===== src/rtl/instr_mem_loader.sv =====
// instr_mem_loader
// Instruction memory for the pipelined processor, with a hardware load engine.
// A program arrives as a stream of words on a valid/ready port and is written
// from address 0. When the last word is in, every location that was not
// written is padded with END_WORD. After that, the memory serves a registered
// fetch port to the IF stage. Because loading happens in hardware, the same
// memory can be reloaded at run time.
//
// Ports:
//   clk          rising-edge clock
//   rst          asynchronous active-high reset
//   load_start   one-cycle pulse; starts a new load (honoured in IDLE or DONE)
//   load_valid   load_data holds a word this cycle
//   load_data    machine-code word to store
//   load_last    marks load_data as the final program word
//   load_ready   loader accepts a word this cycle (high throughout LOAD)
//   load_count   words accepted in the current or most recent load
//   overflow     sticky; DEPTH words were taken without seeing load_last
//   mem_ready    memory holds a complete program, so fetch data is valid
//   fetch_addr   word address from the IF stage
//   fetch_instr  registered fetch result; END_WORD when not ready or out of range
module instr_mem_loader #(
    parameter int               WIDTH    = 32,
    parameter int               DEPTH    = 64,
    parameter logic [WIDTH-1:0] END_WORD = '1,
    parameter int               ADDR_W   = $clog2(DEPTH)
) (
    input  logic              clk,
    input  logic              rst,
    input  logic              load_start,
    input  logic              load_valid,
    input  logic [WIDTH-1:0]  load_data,
    input  logic              load_last,
    output logic              load_ready,
    output logic [ADDR_W:0]   load_count,
    output logic              overflow,
    output logic              mem_ready,
    input  logic [ADDR_W-1:0] fetch_addr,
    output logic [WIDTH-1:0]  fetch_instr
);

    localparam logic [ADDR_W-1:0] LAST_ADDR = ADDR_W'(DEPTH - 1);
    localparam logic [ADDR_W:0]   DEPTH_EXT = (ADDR_W + 1)'(DEPTH);

    typedef enum logic [1:0] {
        IDLE,
        LOAD,
        FILL,
        DONE
    } state_t;

    state_t                  state_q, state_d;
    logic [ADDR_W-1:0]       wrPtr_q, wrPtr_d;
    logic [ADDR_W:0]         loadCount_q, loadCount_d;
    logic                    overflow_q, overflow_d;
    logic                    memWe;
    logic [WIDTH-1:0]        memWdata;
    logic                    fetchHit;
    logic [WIDTH-1:0]        fetchInstr_q;
    logic [WIDTH-1:0]        mem [DEPTH];

    // The handshake and readiness flags come straight from the registered
    // state. As a result, a fetch can never see a partly written memory:
    // mem_ready is low in every state that writes.
    assign load_ready  = (state_q == LOAD);
    assign mem_ready   = (state_q == DONE);
    assign load_count  = loadCount_q;
    assign overflow    = overflow_q;
    assign fetch_instr = fetchInstr_q;

    // State register. It also holds the write pointer, the word count and the
    // sticky overflow flag. All of these clear on reset.
    always_ff @(posedge clk or posedge rst) begin
        if (rst) begin
            state_q     <= IDLE;
            wrPtr_q     <= '0;
            loadCount_q <= '0;
            overflow_q  <= 1'b0;
        end else begin
            state_q     <= state_d;
            wrPtr_q     <= wrPtr_d;
            loadCount_q <= loadCount_d;
            overflow_q  <= overflow_d;
        end
    end

    // Next-state logic. LOAD and FILL are the only states that write, and the
    // single write port is shared between them. The state that ends on the
    // last address moves to DONE, so the pointer never needs to wrap.
    always_comb begin
        state_d     = state_q;
        wrPtr_d     = wrPtr_q;
        loadCount_d = loadCount_q;
        overflow_d  = overflow_q;
        memWe       = 1'b0;
        memWdata    = load_data;

        case (state_q)
            IDLE, DONE: begin
                if (load_start) begin
                    state_d     = LOAD;
                    wrPtr_d     = '0;
                    loadCount_d = '0;
                    overflow_d  = 1'b0;
                end
            end
            LOAD: begin
                if (load_valid) begin
                    memWe       = 1'b1;
                    wrPtr_d     = wrPtr_q + 1'b1;
                    loadCount_d = loadCount_q + 1'b1;
                    if (wrPtr_q == LAST_ADDR) begin
                        // The memory is full. If load_last was not seen,
                        // the program did not fit.
                        state_d    = DONE;
                        overflow_d = !load_last;
                    end else if (load_last) begin
                        state_d = FILL;
                    end
                end
            end
            FILL: begin
                memWe    = 1'b1;
                memWdata = END_WORD;
                wrPtr_d  = wrPtr_q + 1'b1;
                if (wrPtr_q == LAST_ADDR) begin
                    state_d = DONE;
                end
            end
            default: begin
                state_d = IDLE;
            end
        endcase
    end

    // Memory write port. The array has no reset, so it can map onto a simple
    // dual-port RAM.
    always_ff @(posedge clk) begin
        if (memWe) begin
            mem[wrPtr_q] <= memWdata;
        end
    end

    // Registered fetch. The address is range-checked because DEPTH need not
    // be a power of two. The check uses mem_ready from the cycle in which the
    // address is presented.
    assign fetchHit = mem_ready && ({1'b0, fetch_addr} < DEPTH_EXT);

    always_ff @(posedge clk or posedge rst) begin
        if (rst) begin
            fetchInstr_q <= END_WORD;
        end else if (fetchHit) begin
            fetchInstr_q <= mem[fetch_addr];
        end else begin
            fetchInstr_q <= END_WORD;
        end
    end

endmodule


===== config.mk =====
export PLATFORM = sky130hd
export DESIGN_NAME = instr_mem_loader
export DESIGN_NICKNAME = d
export VERILOG_FILES = /design/src/rtl/instr_mem_loader.sv
export SDC_FILE = /design/constraint.sdc
export NUM_CORES = 2
export LEC_CHECK = 0
export ABC_CLOCK_PERIOD_IN_PS = 3500
export CAP_MARGIN = 30
export CORE_UTILIZATION = 58
export CTS_BUF_LIST = sky130_fd_sc_hd__clkbuf_8
export DETAILED_ROUTE_END_ITERATION = 16
export PLACE_DENSITY = 0.73
export SLEW_MARGIN = 5
export SYNTH_ARGS = -nofsm -noshare
export SYNTH_HDL_FRONTEND = slang
export SYNTH_SLANG_ARGS = --single-unit

===== constraint.sdc =====
create_clock -name clk -period 3.5 [get_ports clk]
set_input_delay 0.7 -clock clk [delete_from_list [all_inputs] [get_ports clk]]
set_output_delay 0.7 -clock clk [all_outputs]
set_load 0.1 [all_outputs]

==> run notes <==
Status on the layout run. For reference, the critical path is captured by load_count[3]. Entering global routing, the biggest net connects 74 pins. Total design power landed at 55.5 mW.

Total non-filler cell area in the finished layout landed at ~91000 sq um. The run finished with clean final reports. Standard-cell row count landed at between 100 and 150. Per report_power, the top consumer among the power groups is registers. Per the post-synthesis stats, the area per cell is 22.0 sq um.

TritonCTS built the clock tree. Leakage power total landed at slightly below 30 nW. In the layout the commonest cells are 2048 x edfxtp_1, 465 x mux4_2, 361 x clkbuf_8, 185 x buf_4, 131 x o22ai_1. The critical path goes through clkdlybuf4s50_1.

Overall die area landed at 139000 sq um. After global routing the overflow that remains totals 0. Number of global-route vias before repair landed at roughly 41000. Final antenna-violating net count landed at 0. By count the netlist is led by 2048 x edfxtp_1, 465 x mux4_2, 142 x nor2_1, 131 x o22ai_1, 81 x nand2_1. Count of yosys warnings during synthesis landed at 0. Across every metal layer, demand over resource in global routing totals 0.284. The STA report counts the stages on the worst setup path as 1. Once layout is complete, the utilization of the core stands at 0.670.

The cell family contributing the most delay on the critical path is buffers and inverters. Of the total power, combinational logic draws 0.125. The script logs the ratio of routed vias to standard cells as 6.63. The worst register-to-register path ends at mem[42][8]$_DFFE_PP_. Sequential group power landed at about 30 mW. Power in the clock group landed at between 15 and 20 mW.

In the final layout, flip-flops and latches occupy between 60000 and 70000 sq um. Switching part of the total landed at 0.260. Non-clock inverters in the final layout number 11. Setup repair after global routing left no endpoint under its margin.

The final report lists the setup-violating endpoint count as 0. The worst hold path belongs to the class primary input to asynchronous set/reset pin. Global-route wire length before repair landed at between 200000 and 300000 microns. Diode insertion count for antenna repair landed at 6. The share of synthesized area in the top cell type comes to 0.771.

The internal portion of the total power is just over 40 mW. Highest achievable clock rate landed at 304 MHz. Depth of the CTS H-tree landed at 5. Total CTS buffers landed at between 300 and 400. In this run the tool buffered the top-level ports with roughly 84 buffer cells. According to the timing report, the data required time at the worst endpoint equals roughly 2800 ps. Counting only logic cells after layout, the most numerous master is edfxtp_1. Final wirelength landed at between 150000 and 200000 microns.

For this design, Yosys synthesis ends with a cell count of around 3600.
worst min-delay path: stages:
cell	delay, ps
clkdlybuf4s50_1	410
inv_2	50
buf_4	380
state kept, by name (all words and copies together) (netlist names):
| signal | count |
|---|---|
| fetch_instr | 32 |
| load_count | 7 |
| mem | 2048 |
| overflow | 1 |
| state_q | 2 |
| wrPtr_q | 6 |
layer usage:
layer | vias to the layer above | wire length (microns)
met4 | 0 | 6770
li1 | 16301 | -
met2 | 2491 | 94700
met3 | 412 | 20500
met1 | 21315 | 73900
met5 | - | 0
metrics by stage:
step           setup TNS, ps  setup slack [ps]  instances  hold slack (ps)
2_1_floorplan        -769780              -485       3626              500
3_3_place_gp               0               147       5533              528
3_5_place_dp               0               172       5542              548
4_1_cts                    0               127       6106              227
5_1_grt                    0               148       6110             95.9
6_report                   0               209       6114              104
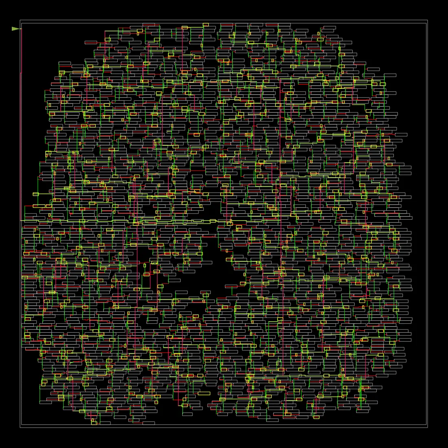
**Above:** the clock network.
latest clock arrival within the worst-skew pair: 1020 ps
CTS sink cnt: 2096
count of clock-net buffers in the final layout: 361
Worst Skew: 39.3 ps
sequential cell count: 2096

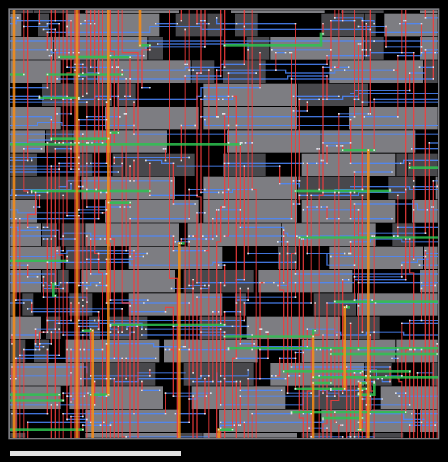
**Above:** layout detail.
Bar = 20 microns. Window x 161 to 211, y 236 to 286 microns. Cells in grey, sequential cells in the stronger grey; small squares are vias.
- green: met3
- blue: met1
- red: met2
- orange: met4
- cells with their middle in the window: 93
- sequential cells in the window: 44
- most frequent: edfxtp_1 (44), mux4_2 (9), clkbuf_8 (8)
- netlist names of flops here include: mem (44)

Power figures rest on the tool's default switching activity, not on a simulated workload.
